**Metal 1**

Bar = 20 um.
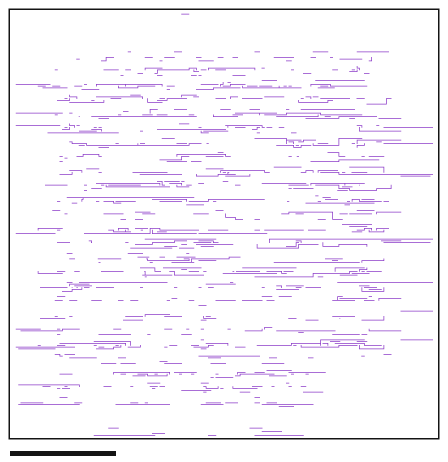
**The metal 2 layer**

Bar = 20 um. Cells faint in the background.
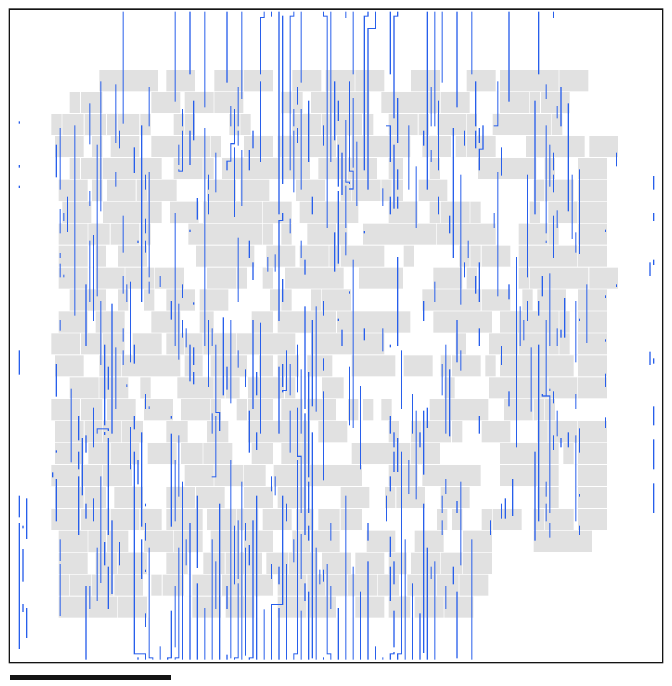
**M3 wires**

Bar = 20 um. Cells faint in the background.
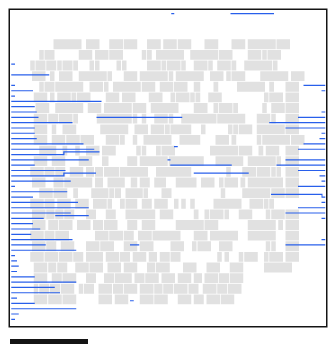
**Placement density heat map**

8 x 8 tiles, from white (low) to dark blue (high), 0 to 100% covered.
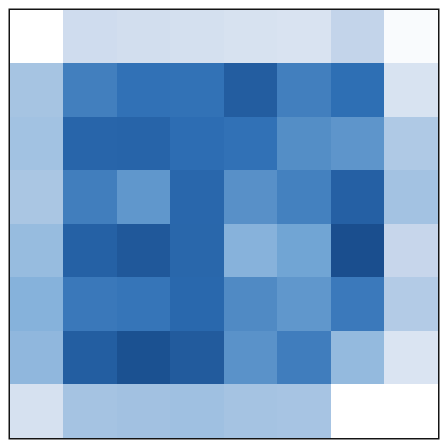
<file path="src/rtl/cpu_pkg.sv">
// Shared CPU definitions: fetch FSM state encoding and architectural addresses.
package cpu_pkg;

  typedef enum logic [1:0] {
    S_RESET = 2'd0,
    S_FETCH = 2'd1,
    S_HOLD  = 2'd2,
    S_HALT  = 2'd3
  } ifetch_state_t;

  localparam logic [31:0] RESET_VECTOR      = 32'hBFC0_0000;
  localparam logic [31:0] DEFAULT_HALT_ADDR = 32'h0000_0000;

endpackage

</file>
<file path="src/rtl/ifetch_byteswap.sv">
// Byte-reverses a fetched word so big-endian code can run over a little-endian bus.
// Only compiled when IFETCH_BYTESWAP_EN is defined; the default build has no use for it.
`ifdef IFETCH_BYTESWAP_EN
module ifetch_byteswap (
  input  logic [31:0] data_i,
  output logic [31:0] data_o
);

  assign data_o = {data_i[7:0], data_i[15:8], data_i[23:16], data_i[31:24]};

endmodule
`endif

</file>
<file path="src/rtl/cpu_ifetch.sv">
// Instruction fetch: issues Avalon reads from the PC, holds the word for decode, gates PC advance.
// Define IFETCH_BYTESWAP_EN to byte-reverse captured words (big-endian code on a little-endian bus).
module cpu_ifetch
  import cpu_pkg::*;
#(
  parameter int unsigned ADDR_W    = 32,
  parameter logic [31:0] HALT_ADDR = DEFAULT_HALT_ADDR
) (
  input  logic              clk,
  input  logic              reset,
  input  logic [31:0]       pc_i,
  output logic              pc_wen_o,
  output logic [ADDR_W-1:0] avm_address,
  output logic              avm_read,
  output logic [3:0]        avm_byteenable,
  input  logic              avm_waitrequest,
  input  logic [31:0]       avm_readdata,
  output logic [31:0]       instr_o,
  output logic              instr_valid_o,
  input  logic              instr_ready_i,
  output logic              active_o
);

  ifetch_state_t state_q, state_d;
  logic [31:0]   instr_q, instr_d;
  logic [31:0]   rdata_cap;
  logic          at_halt;

  assign at_halt        = (pc_i == HALT_ADDR);
  assign avm_address    = ADDR_W'({pc_i[31:2], 2'b00});
  assign avm_byteenable = 4'b1111;
  assign instr_o        = instr_q;

`ifdef IFETCH_BYTESWAP_EN
  ifetch_byteswap u_byteswap (
    .data_i (avm_readdata),
    .data_o (rdata_cap)
  );
`else
  assign rdata_cap = avm_readdata;
`endif

  always_ff @(posedge clk) begin
    if (reset) begin
      state_q <= S_RESET;
      instr_q <= '0;
    end else begin
      state_q <= state_d;
      instr_q <= instr_d;
    end
  end

  always_comb begin
    state_d       = state_q;
    instr_d       = instr_q;
    avm_read      = 1'b0;
    instr_valid_o = 1'b0;
    pc_wen_o      = 1'b0;
    active_o      = 1'b0;
    case (state_q)
      S_RESET: state_d = S_FETCH;
      S_FETCH: begin
        active_o = 1'b1;
        if (at_halt) begin
          state_d = S_HALT;
        end else begin
          avm_read = 1'b1;
          if (!avm_waitrequest) begin
            instr_d = rdata_cap;
            state_d = S_HOLD;
          end
        end
      end
      // PC advance is tied to the consume handshake so it never runs ahead of decode.
      S_HOLD: begin
        active_o      = 1'b1;
        instr_valid_o = 1'b1;
        if (instr_ready_i) begin
          pc_wen_o = 1'b1;
          state_d  = S_FETCH;
        end
      end
      S_HALT:  state_d = S_HALT;
      default: state_d = S_RESET;
    endcase
  end

endmodule

</file>
<file path="config.mk">
export PLATFORM = sky130hd
export DESIGN_NAME = cpu_ifetch
export DESIGN_NICKNAME = d
export VERILOG_FILES = /design/src/rtl/cpu_pkg.sv /design/src/rtl/ifetch_byteswap.sv /design/src/rtl/cpu_ifetch.sv
export SDC_FILE = /design/constraint.sdc
export NUM_CORES = 1
export LEC_CHECK = 0
export CORE_MARGIN = 5
export CORE_UTILIZATION = 36
export CTS_BUF_LIST = sky130_fd_sc_hd__clkbuf_16
export CTS_CLUSTER_SIZE = 16
export DETAILED_ROUTE_END_ITERATION = 10
export GPL_TIMING_DRIVEN = 0
export PLACE_DENSITY_LB_ADDON = 0.2
export SLEW_MARGIN = 20
export SYNTH_ARGS = -nofsm -noshare
export SYNTH_HDL_FRONTEND = slang
export SYNTH_HIERARCHICAL = 1
export SYNTH_SLANG_ARGS = --single-unit
export TNS_END_PERCENT = 50
</file>
<file path="constraint.sdc">
create_clock -name clk -period 3 [get_ports clk]
set_input_delay 0.6 -clock clk [delete_from_list [all_inputs] [get_ports clk]]
set_output_delay 0.6 -clock clk [all_outputs]
set_load 0.01 [all_outputs]
</file>
==> GITHUB_STEP_SUMMARY <==
## Implementation flow summary

| Metric | Value |
|---|---|
| Yosys reg bits | `34` |
| Clock power share | `34.8%` |
| Reg2Reg Depth | `6` |
| Setup violators final | `0` |
| CTS buffer count | `5` |
| CP arrival | `2280 ps` |
| Synth Area per Inst | `8.686 um^2` |
| Yosys Chip Area | `1807 um^2` |
| Peak supply drop | `0.3446 mV` |
| CP cell instances | `clkdlybuf4s50_1, nor4_2, nand4_1, o21ai_2, inv_1, clkdlybuf4s50_1` |
| DR vias/cell | `4.303` |
| Layout cells sized above 1 | `15.45%` |
| Area leader share | `37.67%` |
| Logic pwr share | `29.0%` |
| Psw | `0.3430 mW` |
| Nets | `426` |
| Crit-path max cell delay | `490 ps` |
| Placed instance count | `412` |
| First-pass GRT wire length | `8.342 mm` |
| P_clk | `0.482 mW` |
| Met1 wire length | `1.960 mm` |
| Syn Inst Count | `208` |
| Initial DRC count | `33` |
| Most frequent cells in the layout | `clkdlybuf4s50_1 (133), nand2_1 (64), buf_4 (39)` |
| Buffers on Ports | `133` |
| Std-Cell Rows | `25` |
| Final Hold Viols | `0` |
| Slew Limit Fails | `0` |
| IO Count | `140` |
| Die X | `80.84 um` |
| Leak | `1.548 nW` |
| GPL Wtd Cong | `0.7133` |
| Critical path depth in cells | `6` |
| Critical path endpoint category | `output port` |
| Status | `complete, no violations` |
| Highest metal used | `met4` |
| Dominant cell type by area after synthesis | `dfxtp_1` |
| Largest net degree at the start of global routing | `12` |
| Ant diodes | `0` |
| Worst reg2reg startpoint | `state_q[0]` |
| Power density over the cells | `404.7 nW/um^2` |
| Core Area | `4786 um^2` |
| Critical path destination | `avm_read` |
| Clock Skew | `4.164 ps` |
| Commonest Layout Cell | `clkdlybuf4s50_1` |
| GRT Max-Usage Layer | `met2` |
| Met2 WL | `2.620 mm` |
| WP buf/inv | `3` |
| Crit path from | `pc_i[16]` |
| RSZ-0062 raised after global routing | `false` |
| Max clock buf depth | `2` |
| Synth warn | `6` |
| Initial core utilization | `37.75%` |
| Post-route ant nets | `0` |
| Number of cells in the finished layout apart from fillers | `423` |
| Chip Area | `6535 um^2` |
| Initial antenna violation count | `0` |
| Reg-to-Reg End | `state_q[0]` |
| Met2 usage | `29.97%` |
| Logic power comb | `0.401 mW` |
| WP data required | `2400 ps` |
| Clock root buffer master | `clkbuf_16` |
| Post-Synthesis Cell Area | `1807 um^2` |
| First-pass DRT Iterations | `4` |
| All-Layer GR Usage | `16.40%` |
| M3 GR Usage | `8.647%` |
| Tool warning count | `28` |
| Hold path cells | `2` |
| Detailed Place HPWL | `4.386 mm` |
| Internal power | `1.040 mW` |
| Period minus WS final | `2882 ps` |
| Sequential share of power | `36.2%` |
| Die Ht | `80.84 um` |
| Routed len/inst | `12.59 um` |
| Crit-path max FO | `2` |
| Reg2Reg Setup Slack | `1560 ps` |
| Startpoint types | `input port` |
| WHS | `457.1 ps` |
| Delay-heaviest family, CP | `buffers and inverters` |
| Latency at later pin | `270 ps` |
| Met3 WL | `646 um` |
| Clock Sink Count | `34` |
| Yosys cell types | `23` |
| Worst min path class | `register to register` |
| Biggest area cells | `dfxtp_1 (38%), mux2i_1 (18%), buf_4 (15%)` |
| Post-synth seq share | `37.67%` |
| CP Class | `input port to output port` |
| H-tree depth | `2` |
| Routed WL | `5.325 mm` |
| CTS tree | `yes` |
| Power, Total | `1.383 mW` |
| Worst hold endpoint | `instr_o[3]` |
| Top achievable clock speed | `347.0 MHz` |
| Number of max-cap violations | `0` |
| Met1 Usage GRT | `15.95%` |
| Yosys Instances | `208` |
| Worst-path clk slew | `50 ps` |
| DRC Markers | `0` |
| Vias in the first global route | `1912` |
| Overflow after GRT | `0` |
| Routed vias | `1820` |
| Cycle use final | `96.06%` |
| Crit-path slowest cell | `clkdlybuf4s50_1` |
| Pwr top | `sequential cells` |
| Area Overhead vs Synth | `89.13%` |
| Seq pwr | `0.501 mW` |
| Min-Delay Startpoint | `instr_o[3]` |
| Sw Ratio | `24.80%` |
| Most used cell, CP | `clkdlybuf4s50_1` |
## Picture notes: 'metal 1'
wire length on this layer	1960 um
nets with wire on the layer	357
longest straight run	30.8 um
share of all routed wire	37%

## Picture notes: 'the metal 2 layer'
nets with wire on the layer	361
wire length on this layer	2620 um
main direction	vertical
longest straight run	27.9 um
share of all routed wire	49%

## Picture notes: 'M3 wires'
longest straight run	22.8 um
main direction	horizontal
share of all routed wire	12%

## Picture notes: 'placement density heat map'
nearly empty tiles	4.7%
tiles over 75% full	22%
mean over tiles	51%
fullest tile	88%
emptiest ninth of the die	south-east
densest ninth of the die	center

## synth_stat cells, drive strengths merged
library cell  number
a211oi             1
a21oi              1
and2               1
buf               44
clkbuf             2
conb               2
dfxtp             34
ha                 3
inv                6
mux2i             32
nand2             64
nand2b             1
nand4              2
nor2b              1
nor3               2
nor4               8
o211ai             1
o21ai              1
o221a              1
o31a               1
## stage by stage
| stage | cell area [um^2] | util (%) | setup WS (ps) | TNS (ps) |
|---|---|---|---|---|
| floorplan | 1822 | - | 962.0 | 0 |
| global placement | 3237 | 67.63 | -184.0 | -184.0 |
| detailed placement | 3237 | 67.63 | -181.7 | -181.7 |
| CTS | 3397 | 70.98 | 38.93 | 0 |
| global route | 3417 | 71.40 | 22.59 | 0 |
| finish | 3417 | 71.40 | 118.1 | 0 |
## layout make-up
| class | count | area (um^2) |
|---|---|---|
| Tap cell | 67 | 83.83 |
| Timing Repair Buffer | 136 | 1354 |
| Buffer | 46 | 341.6 |
| Multi-Input combinational cell | 126 | 793.3 |
| Fill cell | 396 | 1369 |
| Sequential cell | 34 | 680.7 |
| Inverter | 6 | 22.52 |
| Clock inverter | 3 | 16.27 |
| Clock buffer | 5 | 125.1 |
## kinds of logic after synthesis
logic type / after synthesis / share of synthesized area [%]
and+or+nand+nor: 79 / 18.70
buffers and inverters: 52 / 20.15
DFF: 34 / 37.67
muxes: 32 / 17.73
AOI/OAI and AO/OA: 6 / 3.254
adders and majority gates: 3 / 2.078
other: 2 / 0.4157
## sequential cells by signal (all words and copies together) (netlist names)
register	flops
instr_o	32
state_q	2
## repair_timing
item	in CTS	in global routing
buffers inserted	2	1
resized	2	2
hold buffers	0	0
setup endpoints to repair	1	1
pin swaps	3	2
No activity file was given, so power comes from the tool's default toggle rates.
